$ cat config.mk
export PLATFORM = sky130hd
export DESIGN_NAME = link_test_ctrl
export DESIGN_NICKNAME = d
export VERILOG_FILES = /design/src/rtl/link_test_pkg.sv /design/src/rtl/link_rx_checker.sv /design/src/rtl/link_test_ctrl.sv
export SDC_FILE = /design/constraint.sdc
export NUM_CORES = 1
export LEC_CHECK = 0
export CAP_MARGIN = 25
export CORE_UTILIZATION = 40
export DETAILED_ROUTE_END_ITERATION = 7
export HOLD_SLACK_MARGIN = 0.15
export PLACE_DENSITY = 0.68
export SYNTH_ARGS = -nofsm -noshare
export SYNTH_HDL_FRONTEND = slang
export SYNTH_SLANG_ARGS = --single-unit
export TNS_END_PERCENT = 5
$ cat constraint.sdc
create_clock -name clk -period 4.5 [get_ports clk]
set_input_delay 0.675 -clock clk [delete_from_list [all_inputs] [get_ports clk]]
set_output_delay 0.675 -clock clk [all_outputs]
set_load 0.01 [all_outputs]
$ cat src/rtl/link_test_pkg.sv
// Shared definitions for the board-to-board link self-test.
//   DATA_W    : width of a link word
//   DEF_CNT_W : default width of the status counters
//   DEF_SEED  : default value of word 0 of the test pattern
//   state_e   : sequencer states (3-bit encoding)
package link_test_pkg;

  localparam int DATA_W    = 32;
  localparam int DEF_CNT_W = 16;
  localparam logic [DATA_W-1:0] DEF_SEED = 32'h0000_0001;

  typedef enum logic [2:0] {
    ST_IDLE  = 3'd0,
    ST_SEND  = 3'd1,
    ST_GAP   = 3'd2,
    ST_DRAIN = 3'd3,
    ST_PASS  = 3'd4,
    ST_FAIL  = 3'd5
  } state_e;

endpackage

$ cat src/rtl/link_rx_checker.sv
// Receive-side checker for the link self-test.
// Compares every qualified received word against the incrementing pattern
// SEED + recv_count and keeps the received-word and error counters.
//   clk_i, rst_i   : clock, synchronous active-high reset
//   clr_i          : clears both counters (start of a run)
//   active_i       : received words are only examined while high
//   rx_valid_i     : one-cycle strobe qualifying rx_data_i
//   rx_data_i      : received word
//   recv_count_o   : words accepted this run (stops at RECEIVE_COUNT)
//   err_count_o    : mismatches plus overflow words, saturating
//   err_next_o     : value err_count_o takes at the next edge
module link_rx_checker
  import link_test_pkg::*;
#(
  parameter int unsigned       RECEIVE_COUNT = 100,
  parameter logic [DATA_W-1:0] SEED          = DEF_SEED,
  parameter int unsigned       CNT_W         = DEF_CNT_W
) (
  input  logic              clk_i,
  input  logic              rst_i,
  input  logic              clr_i,
  input  logic              active_i,
  input  logic              rx_valid_i,
  input  logic [DATA_W-1:0] rx_data_i,
  output logic [CNT_W-1:0]  recv_count_o,
  output logic [CNT_W-1:0]  err_count_o,
  output logic [CNT_W-1:0]  err_next_o
);

  localparam logic [CNT_W-1:0] RECV_FULL = CNT_W'(RECEIVE_COUNT);

  logic [CNT_W-1:0]  recv_q, recv_d;
  logic [CNT_W-1:0]  err_q, err_d;
  logic [DATA_W-1:0] expected;
  logic              take, overflow, err_hit;

  function automatic logic [CNT_W-1:0] sat_inc(input logic [CNT_W-1:0] v);
    return (&v) ? v : v + CNT_W'(1);
  endfunction

  always_comb begin
    expected = SEED + DATA_W'(recv_q);
    take     = active_i & rx_valid_i;
    // Once the expected number of words has arrived, any further word is an
    // error by itself, whatever its value.
    overflow = (recv_q == RECV_FULL);
    err_hit  = take & (overflow | (rx_data_i != expected));
    recv_d   = recv_q;
    err_d    = err_q;
    if (clr_i) begin
      recv_d = '0;
      err_d  = '0;
    end else begin
      if (take && !overflow) recv_d = recv_q + CNT_W'(1);
      if (err_hit)           err_d  = sat_inc(err_q);
    end
  end

  always_ff @(posedge clk_i) begin
    if (rst_i) begin
      recv_q <= '0;
      err_q  <= '0;
    end else begin
      recv_q <= recv_d;
      err_q  <= err_d;
    end
  end

  assign recv_count_o = recv_q;
  assign err_count_o  = err_q;
  assign err_next_o   = err_d;

endmodule

$ cat src/rtl/link_test_ctrl.sv
// Board-to-board link self-test sequencer.
// Feeds SEND_COUNT incrementing words to the sender over a start/done
// handshake, checks the words coming back from the receiver, runs an idle
// watchdog and reports the verdict on two sticky LEDs.
//   clk, rst          : clock, synchronous active-high reset
//   en                : level-sensitive run enable
//   tx_start, tx_data : request and word towards the sender
//   tx_done           : sender finished the current word
//   rx_valid, rx_data : received word strobe and value
//   busy              : run in progress (SEND, GAP, DRAIN)
//   led_pass/led_fail : verdict of the last completed run
//   sent_count, recv_count, err_count : status counters of the current run
module link_test_ctrl
  import link_test_pkg::*;
#(
  parameter int unsigned       SEND_COUNT    = 100,
  parameter int unsigned       RECEIVE_COUNT = 100,
  parameter logic [DATA_W-1:0] SEED          = DEF_SEED,
  parameter int unsigned       TIMEOUT       = 1024,
  parameter int unsigned       CNT_W         = DEF_CNT_W
) (
  input  logic              clk,
  input  logic              rst,
  input  logic              en,
  output logic              tx_start,
  output logic [DATA_W-1:0] tx_data,
  input  logic              tx_done,
  input  logic              rx_valid,
  input  logic [DATA_W-1:0] rx_data,
  output logic              busy,
  output logic              led_pass,
  output logic              led_fail,
  output logic [CNT_W-1:0]  sent_count,
  output logic [CNT_W-1:0]  recv_count,
  output logic [CNT_W-1:0]  err_count
);

  localparam int unsigned      WD_W      = $clog2(TIMEOUT + 1);
  localparam logic [WD_W-1:0]  WD_LAST   = WD_W'(TIMEOUT - 1);
  localparam logic [CNT_W-1:0] SENT_LAST = CNT_W'(SEND_COUNT - 1);
  localparam logic [CNT_W-1:0] RECV_FULL = CNT_W'(RECEIVE_COUNT);

  state_e            state_q;
  logic              tx_start_q, busy_q, pass_q, fail_q;
  logic [DATA_W-1:0] tx_data_q;
  logic [CNT_W-1:0]  sent_q;
  logic [WD_W-1:0]   wd_q;
  logic [CNT_W-1:0]  err_next;
  logic              chk_clr, chk_active, evt, wd_expire;

  // Any handshake activity, counted or not, proves the link is alive.
  assign evt        = tx_done | rx_valid;
  assign wd_expire  = (wd_q == WD_LAST) & ~evt;
  assign chk_clr    = (state_q == ST_IDLE) & en;
  // The abort cycle (en low) must leave the counters untouched.
  assign chk_active = busy_q & en;

  link_rx_checker #(
    .RECEIVE_COUNT (RECEIVE_COUNT),
    .SEED          (SEED),
    .CNT_W         (CNT_W)
  ) u_rx_checker (
    .clk_i        (clk),
    .rst_i        (rst),
    .clr_i        (chk_clr),
    .active_i     (chk_active),
    .rx_valid_i   (rx_valid),
    .rx_data_i    (rx_data),
    .recv_count_o (recv_count),
    .err_count_o  (err_count),
    .err_next_o   (err_next)
  );

  always_ff @(posedge clk) begin
    if (rst) begin
      state_q    <= ST_IDLE;
      tx_start_q <= 1'b0;
      tx_data_q  <= SEED;
      busy_q     <= 1'b0;
      pass_q     <= 1'b0;
      fail_q     <= 1'b0;
      sent_q     <= '0;
      wd_q       <= '0;
    end else begin
      case (state_q)
        ST_IDLE: begin
          if (en) begin
            state_q    <= ST_SEND;
            tx_start_q <= 1'b1;
            tx_data_q  <= SEED;
            busy_q     <= 1'b1;
            pass_q     <= 1'b0;
            fail_q     <= 1'b0;
            sent_q     <= '0;
            wd_q       <= '0;
          end
        end
        ST_SEND, ST_GAP, ST_DRAIN: begin
          if (!en) begin
            state_q    <= ST_IDLE;
            tx_start_q <= 1'b0;
            busy_q     <= 1'b0;
            wd_q       <= '0;
          end else if (wd_expire) begin
            // Timeout wins over a completion in the same cycle.
            state_q    <= ST_FAIL;
            tx_start_q <= 1'b0;
            busy_q     <= 1'b0;
            fail_q     <= 1'b1;
            wd_q       <= '0;
          end else begin
            wd_q <= evt ? '0 : wd_q + WD_W'(1);
            case (state_q)
              ST_SEND: begin
                if (tx_done) begin
                  sent_q     <= sent_q + CNT_W'(1);
                  tx_start_q <= 1'b0;
                  tx_data_q  <= tx_data_q + DATA_W'(1);
                  state_q    <= (sent_q < SENT_LAST) ? ST_GAP : ST_DRAIN;
                end
              end
              ST_GAP: begin
                state_q    <= ST_SEND;
                tx_start_q <= 1'b1;
              end
              default: begin
                // Verdict includes an overflow word arriving this very cycle.
                if (recv_count == RECV_FULL) begin
                  busy_q <= 1'b0;
                  wd_q   <= '0;
                  if (err_next == '0) begin
                    state_q <= ST_PASS;
                    pass_q  <= 1'b1;
                  end else begin
                    state_q <= ST_FAIL;
                    fail_q  <= 1'b1;
                  end
                end
              end
            endcase
          end
        end
        ST_PASS, ST_FAIL: begin
          if (!en) state_q <= ST_IDLE;
        end
        default: begin
          state_q    <= ST_IDLE;
          tx_start_q <= 1'b0;
          busy_q     <= 1'b0;
        end
      endcase
    end
  end

  assign tx_start   = tx_start_q;
  assign tx_data    = tx_data_q;
  assign busy       = busy_q;
  assign led_pass   = pass_q;
  assign led_fail   = fail_q;
  assign sent_count = sent_q;

endmodule

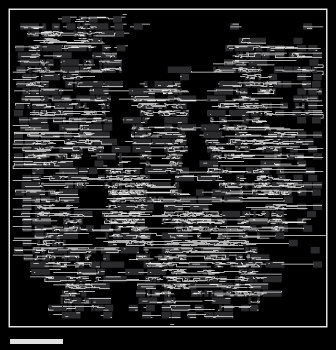
**Above:** run 1 (metal 1).
Bar = 20 um.
nets with wire on the layer = 729
wire length on this layer = 6590 um
longest straight run = 31.7 um
share of all routed wire = 47%

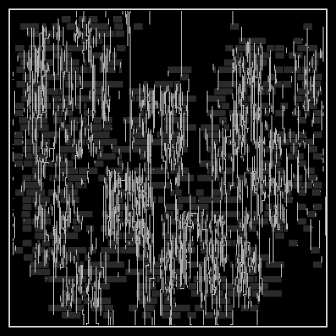
**Above:** run 1 (metal 2).
longest straight run = 50.7 um
share of all routed wire = 45%
main direction = vertical
wire length on this layer = 6360 um

==> run notes, run 1 <==
run metrics: run status=completed, grt ovf=0, Clk pin slew, worst setup/hold paths=0.07 ns, Synth top cells by count=nor2_1 (110), dfxtp_1 (98), xor2_1 (60), Synth Area per Inst=8.124 um^2, total CTS buffers=9, f_max=247.2 MHz, syn nets=718, setup bufs post-CTS=0, TritonCTS clock tree=done, CTS Hold Bufs=0, WP data required=4.73 ns, number of enable flip-flop cells=0, nets=821, area reported by Yosys stat=5484 um^2, Synth top area share=0.3577, Max Slew Vio Count=0, Cell Type Count=a little under 80, Cell Pwr Density=roughly 250 nW/um^2, Internal Pwr Total=1.335 mW, CP Launch Type=register, port bufs=120, Top non-seq family=simple AND/OR/NAND/NOR gates, clock skew=approximately 0.011 ns, Post-Synthesis Cells=a little under 700, Slew HR=0.5041, PostCTS Resize Cnt=0, antenna violations before repair=0, Chip Width=119.1 um, die span in y=119.1 um, sw frac=0.2537, Yosys Instances=between 600 and 700, adder share=0.01551, crit path capture type=register, Worst-Margin Slew=0.7382 ns, share of layout cells above drive strength 1=0.06258, Row Count=42, worst min-delay path class=reg -> reg, Finish-stage setup viols=0, P_leak=2.418 nW, drt pass-1 iters=4, max-cap violations=0, Routed Antenna Nets=0, top cells, area=dfxtp_1 (36%), xor2_1 (9.6%), nor2_1 (7.5%), Ys Warns=0, gpl congestion=0.8912, Via density=5.394, Yosys reg bits=slightly below 100, final worst path period share=0.8988, final tally of hold violations=0, leading area contributor after synthesis=dfxtp_1, Max FO, Critical Path=24, Seq pwr share=0.496, Final Core Density=0.5310, Core Footprint=about 13000 um^2, DP Cell Count=between 900 and 1000, Clock Sinks=98, tool warnings=27, global-route wire length before repair=23720 um, maximum root-to-sink buffer count=2, switching power=0.4537 mW, Comb pwr share=0.089, Post-synth mux share=0.009354, All-Layer GR Usage=0.2029, chip area=14180 um^2
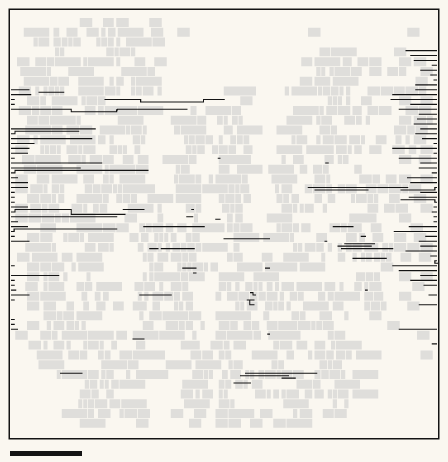
**Above:** run 1 (M3 wires).
Bar = 20 um.
wire length on this layer = 924 um
share of all routed wire = 6.6%
main direction = horizontal
longest straight run = 37.0 um
met3 usage in global routing: 0.05029
total number of vias: 5173
Post-Route WL: 14050 um

[run 1: worst max-delay path: stages, from the launching register on]
cell and delay, ns:
dfxtp_1 0.45, ha_1 0.27, nand3_2 0.18, or3_1 0.51
or4_1 0.49, a21oi_1 0.17, nor2_1 0.10, nor4_4 0.26
buf_4 0.30, o31a_2 0.20, o22ai_1 0.09, a2111oi_2 0.53
and4_2 0.31, o21ai_1 0.06
[run 1: sequential cells by signal (all words and copies together) (netlist names), 3 cells and up]
name,count
sent_count,16
state_q,3
tx_data,32
u_rx_checker.err_count_o,16
u_rx_checker.recv_count_o,16
wd_q,11
[run 1: routing by layer]
metal	wire, um	part of all wire	up-vias	GRT usage
met1	6588	0.47	2419	0.2606
li1	-	-	2588	-
met5	0	0	-	0
met3	924	0.066	17	0.05029
met4	180	0.013	0	0.06013
met2	6354	0.45	149	0.3339
[run 1: cell families after synthesis]
family | count (synthesis)
AOI/OAI and AO/OA | 95
xor gates and xnor gates | 89
adders and majority gates | 7
buffers and inverters | 49
DFF | 98
muxes | 5
and+or+nand+nor | 332
[run 1: power by group through the flow]
stage | Combinational (mW) | Clock [mW] | Sequential (mW)
3_5_place_dp | 0.158 | 0 | 0.907
2_1_floorplan | 0.0902 | 0 | 0.904
6_report | 0.159 | 0.742 | 0.887
5_1_grt | 0.175 | 0.796 | 0.889
3_3_place_gp | 0.157 | 0 | 0.907
4_1_cts | 0.159 | 0.757 | 0.887
[run 1: placed cells by master (no fill, tap or decap), types with 4 or more instances in the layout]
| cell | count |
|---|---|
| and4_1 | 4 |
| mux2i_1 | 4 |
| clkdlybuf4s50_1 | 120 |
| inv_1 | 13 |
| buf_4 | 6 |
| xnor2_1 | 29 |
| nand3_1 | 28 |
| ha_1 | 6 |
| nand2_1 | 52 |
| and3_1 | 18 |
| nand3b_1 | 7 |
| or4_1 | 5 |
| or3_1 | 11 |
| a21oi_1 | 29 |
| nor4_1 | 17 |
| nor2b_1 | 5 |
| o21ai_0 | 27 |
| nand4_1 | 24 |
| nor2_1 | 110 |
| clkbuf_16 | 9 |
| xor2_1 | 60 |
| nor3_1 | 20 |
| dfxtp_1 | 98 |
[run 1: stage by stage]
step | cell area [um^2] | setup slack [ns] | hold slack, ns | total power, mW
after floorplan | 5484 | 0.8712 | 0.4587 | 0.9938
after global placement | 6777 | 0.3505 | 0.4715 | 1.064
after detailed placement | 6777 | 0.2839 | 0.4851 | 1.066
after CTS | 7059 | 0.4748 | 0.5013 | 1.804
after global routing | 7059 | 0.2262 | 0.5193 | 1.860
final | 7059 | 0.4552 | 0.4967 | 1.788
[run 1: worst paths after layout]
kind	from	slack, ns	endpoint
max	u_rx_checker.recv_count_o[1]	0.46	state_q[0]
min reg2reg	led_fail	0.50	led_fail
max reg2reg	u_rx_checker.recv_count_o[1]	0.46	state_q[0]
min	led_fail	0.50	led_fail
[run 1: area by class of cell]
cell class                      count  area, um^2
Multi-Input combinational cell    528        3276
Fill cell                        1233        6236
Inverter                           14       52.55
Clock inverter                      7       57.56
Tap cell                          176       220.2
Clock buffer                        9       225.2
Sequential cell                    98        1962
Timing Repair Buffer              127        1266
--- run 2 (diff from run 1) ---
- CTS_BUF_LIST: unset -> sky130_fd_sc_hd__clkbuf_16
- clock period: 4.5 -> 3.8 ns (I/O delays scaled with it)
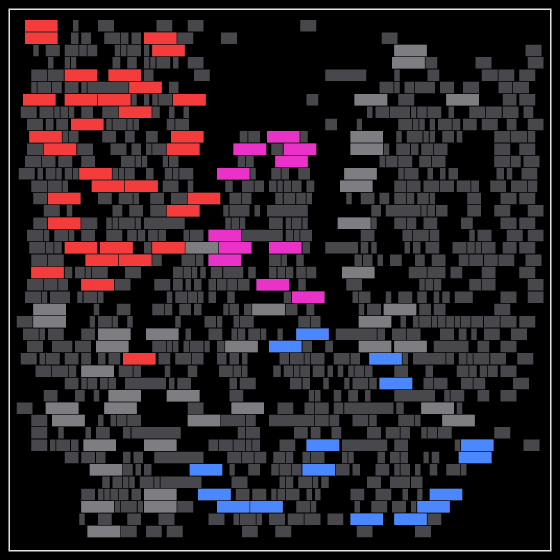
**Above:** run 2 (register map, names as in the netlist).
Other sequential cells in the stronger grey, the rest of the logic in the fainter grey.
wd_q -> magenta  # sequential cells 11, where centre
tx_data -> red  # sequential cells 32
u_rx_checker.err_count_o -> blue  # sequential cells 16
not coloured = 39

==> run notes, run 2 <==
run metrics: Clock Sinks=98, Via density=5.374, Finish-stage setup viols=0, overall power=around 2.3 mW, RR Endpoint=led_pass, Yosys Instances=around 680, Clk pin slew, worst setup/hold paths=0.06 ns, f_max=275.2 MHz, DP Worst Slack=-0.2334 ns, area reported by Yosys stat=between 5000 and 6000 um^2, most frequent cells in the layout=clkdlybuf4s50_1 (120), nor2_1 (110), dfxtp_1 (98), most numerous logic cell after layout=clkdlybuf4s50_1, clock skew=0.006712 ns, TritonCTS clock tree=done, Chip Width=119.1 um, Max FO, Critical Path=17, chip area=14180 um^2, Cell Chain, Critical Path=buf_4 > inv_1 > ha_1 > or3b_2 > nor4_4 > nor2_1 > nand4_1 > or3_4 > nor4_4 > buf_12 > or4_2 > o311a_1 > a2111oi_4 > and3_1 > a32o_1, max-cap violations=0, P_leak=2.597 nW, run status=completed, drt pass-1 iters=5, die span in y=approximately 120 um, Post-Synthesis Cells=675, worst min-delay path class=reg -> reg, final worst path period share=0.9564, CP max-delay cell=or4_2, Synth Area per Inst=8.124 um^2, share of layout cells above drive strength 1=0.09383, R2R setup slack=0.17 ns, Worst-Margin Slew=0.5873 ns, HP Start=wd_q[10], final tally of hold violations=0, syn nets=718, Largest register FFs=32, total number of vias=5299, All-Layer GR Usage=0.2061, global-route wire length before repair=23900 um
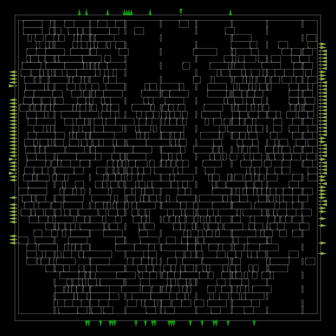
**Above:** run 2 (placement view).
Row Count: 42
Core Footprint: 13300 um^2
Seq Cell Count: 98
# Taps: 176

==> run 2: power breakdown <==
group / switching [mW] / total (mW) / internal [mW]
Clock: 0.402 / 1.05 / 0.643
Sequential: 0.0156 / 1.05 / 1.04
Combinational: 0.0992 / 0.194 / 0.0952
Total: 0.517 / 2.29 / 1.77
==> run 2: how the worst max path moves through the flow <==
stage / from / endpoint / depth (start not counted)
detailed placement: rx_data[12] / state_q[0] / 13
CTS: rx_data[12] / state_q[0] / 13
floorplan: u_rx_checker.recv_count_o[1] / state_q[0] / 14
finish: u_rx_checker.recv_count_o[0] / led_pass / 15
global placement: rx_data[12] / state_q[0] / 13
global route: u_rx_checker.recv_count_o[0] / led_pass / 15
==> run 2: repair_timing <==
| action | CTS | global route |
|---|---|---|
| gates resized | 0 | 3 |
| endpoints found under the hold margin | 0 | 0 |
| setup buffers | 0 | 0 |
| endpoints found under the setup margin | 0 | 3 |
==> run 2: cells by family (layout without fill, tap and decap cells) <==
logic type      count (synthesis)  in the layout  synth area share
buf+inv                        49            184           0.04540
mux                             5              5          0.009354
fa+ha+maj                       7              7           0.01551
compound gates                 95             95            0.1164
flops                          98             98            0.3577
xor+xnor                       89             89            0.1421
simple gates                  332            332            0.3135
==> run 2: layer usage <==
metal  share of wire  GRT usage  vias up
li1                -          -     2635
met1            0.45     0.2555     2478
met2            0.45     0.3379      167
met3           0.079    0.05651       19
met4           0.019    0.07991        0
met5               0          0        -
==> run 2: area by class of cell <==
cell class,instances,area (um^2)
inverters,14,52.55
flip-flops and latches,98,1962
well taps,176,220.2
repair buffers,154,1481
multi-input cells,528,3293
fillers,1267,5942
clock inverters,7,118.9
clock buffers,9,225.2
==> run 2: through the flow <==
| step | hold WS, ns | util | instances | area [um^2] |
|---|---|---|---|---|
| 6_report | 0.4897 | 0.5531 | 986 | 7353 |
| 5_1_grt | 0.5128 | 0.5531 | 986 | 7353 |
| 4_1_cts | 0.4875 | 0.5518 | 986 | 7336 |
| 3_5_place_dp | 0.4784 | 0.5259 | 970 | 6992 |
| 3_3_place_gp | 0.4734 | 0.5259 | 970 | 6992 |
| 2_1_floorplan | 0.4587 | - | 675 | 5484 |
==> run 2: critical path: cells and delay by family (launching register included) <==
family	cells	cell delay [ns]
fa+ha+maj	1	0.14
simple gates	8	2.04
buf+inv	3	0.38
flops	1	0.31
compound gates	3	0.70
--- run 3 (diff from run 2) ---
- RECOVER_POWER: unset -> 50
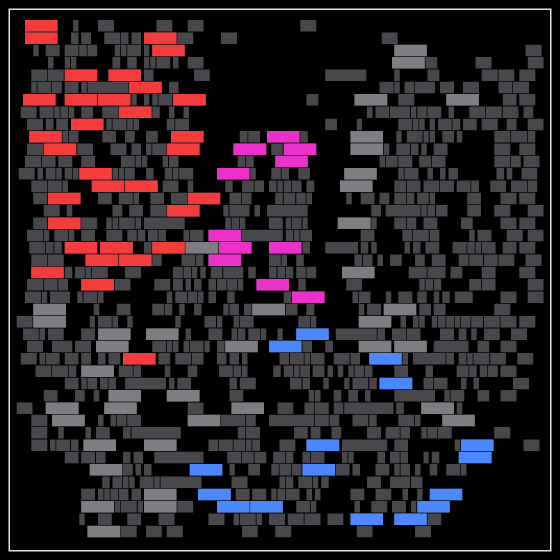
**Above:** run 3 (register map, names as in the netlist).
Other sequential cells in the stronger grey, the rest of the logic in the fainter grey.
wd_q -> magenta  # sequential cells 11, where centre
u_rx_checker.err_count_o -> blue  # sequential cells 16
tx_data -> red  # sequential cells 32

==> run notes, run 3 <==
run metrics: logic area=between 3000 and 4000 um^2, clock skew=0.006737 ns, global-route wire length before repair=between 20000 and 25000 um, r2r startpoint=u_rx_checker.recv_count_o[0], tool warnings=27, chip area=14180 um^2, gpl congestion=0.8881, DP Cell Count=approximately 970, Ys Warns=0, f_max=275.1 MHz, crit path capture type=register, most numerous logic cell after layout=nor2_1, Row Count=about 42, RSZ-0062 raised after global routing=no, Clk pin slew, worst setup/hold paths=0.06 ns, Slew HR=0.4544, Synth Area per Inst=8.124 um^2, setup bufs post-CTS=0, Max FO, Critical Path=17, final worst path period share=0.9565, Synth top area share=0.3577, Yosys Instances=675, Post-Synthesis Cells=roughly 680, storage element area=1962 um^2, drt pass-1 iters=4, Yosys reg bits=slightly below 100, worst min-delay path class=reg -> reg, total number of vias=5296, syn nets=718, final tally of hold violations=0, nets=848, CP Launch Type=register, P_leak=2.844 nW, Clock Sinks=98, All-Layer GR Usage=0.2061, maximum root-to-sink buffer count=2, run status=completed, die span in y=119.1 um, antenna violations before repair=0, TritonCTS clock tree=done, DP Worst Slack=-0.2334 ns, Post-Route WL=between 10000 and 15000 um, largest net degree at the start of global routing=56, Levels on crit path=15, R2R setup slack=~0.17 ns, most frequent cells in the layout=nor2_1 (110), dfxtp_1 (98), dlygate4sd3_1 (80), number of enable flip-flop cells=0, CP max-delay cell=or4_2, crit path launch=u_rx_checker.recv_count_o[0], Chip Width=119.1 um, Cell Pwr Density=roughly 310 nW/um^2, max incr delay on CP=0.68 ns, worst path buffer plus inverter count=3, leading area contributor after synthesis=dfxtp_1, port bufs=120, Via density=5.371, PnR worst setup slack=between 0.15 and 0.2 ns, grt ovf=0, total CTS buffers=9, Finish-stage setup viols=0, Worst setup endpoint=led_pass, Largest register FFs=32, area reported by Yosys stat=5484 um^2, RR Endpoint=led_pass, max-cap violations=0, Worst path top cell family by delay=simple AND/OR/NAND/NOR gates, Synth top cells by count=nor2_1 (110), dfxtp_1 (98), xor2_1 (60), Core Footprint=13300 um^2, Worst-Margin Slew=slightly above 0.8 ns, Max Slew Vio Count=0, Routed Antenna Nets=0, WP data required=4.09 ns
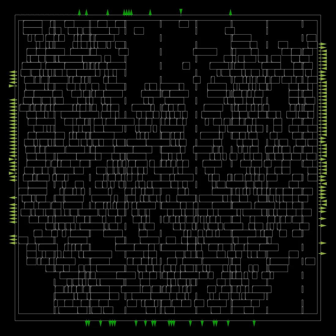
**Above:** run 3 (placement view).
fin cells: 986
Fill cells: 1272
sequential portion of the cell area: 0.2677
Final Core Density: 0.5512

## run 3: worst min-delay path by stage
stage                         from  slack, ns       end  cells past startpoint
after floorplan            wd_q[9]       0.46   wd_q[9]                      2
after global placement     wd_q[9]       0.47   wd_q[9]                      2
after detailed placement  wd_q[10]       0.48  wd_q[10]                      1
after CTS                 wd_q[10]       0.49  wd_q[10]                      1
after global routing      wd_q[10]       0.51  wd_q[10]                      1
final                     led_pass       0.49  led_pass                      1
## run 3: report_power, final
group	leakage, nW	switching (mW)	internal [mW]	total [mW]
logic	1.89	0.0991	0.0915	0.191
registers	0.791	0.0154	1.04	1.05
clock network	0.167	0.403	0.643	1.05
## run 3: worst reg2reg max path, delay by kind of cell, from the launching register on
kind,cells,cell delay (ns)
AND-OR/OR-AND,3,0.70
buffers and inverters,3,0.38
adder cells (fa/ha/maj),1,0.15
flip-flops,1,0.31
AND/OR/NAND/NOR,8,2.05
## run 3: layout make-up
type,instances,share of cell area
multi-input combinational,528,0.4490
clock buffer,9,0.03073
tap,176,0.03005
clock inverter,7,0.01622
inverter,14,0.007171
sequential,98,0.2677
timing repair buffer,154,0.1991
## run 3: repair_timing
item / 4_1_cts / 5_1_grt
resized: 0 / 3
hold buffers: 0 / 0
endpoints found under the setup margin: 0 / 3
## run 3: routing by layer
metal | share of wire | track usage
met3 | 0.081 | 0.05651
met1 | 0.45 | 0.2555
met5 | 0 | 0
met4 | 0.019 | 0.07991
met2 | 0.45 | 0.3379
## run 3: through the flow
step	total power, mW	setup TNS, ns	hold slack, ns	area, um^2	util
after floorplan	1.177	0	0.4587	5484	-
after global placement	1.265	-0.4586	0.4734	6992	0.5259
after detailed placement	1.269	-0.6250	0.4784	6992	0.5259
after CTS	2.321	0	0.4875	7336	0.5518
after global routing	2.367	0	0.5148	7328	0.5512
final	2.289	0	0.4872	7328	0.5512
## run 3: logic make-up (layout without fill, tap and decap cells)
logic type | count (synthesis) | after routing | synth area share
adders and majority gates | 7 | 7 | 0.01551
xor gates and xnor gates | 89 | 89 | 0.1421
buffers and inverters | 49 | 184 | 0.04540
and+or+nand+nor | 332 | 332 | 0.3135
muxes | 5 | 5 | 0.009354
AOI/OAI and AO/OA | 95 | 95 | 0.1164
DFF | 98 | 98 | 0.3577
Power figures rest on the tool's default switching activity, not on a simulated workload.
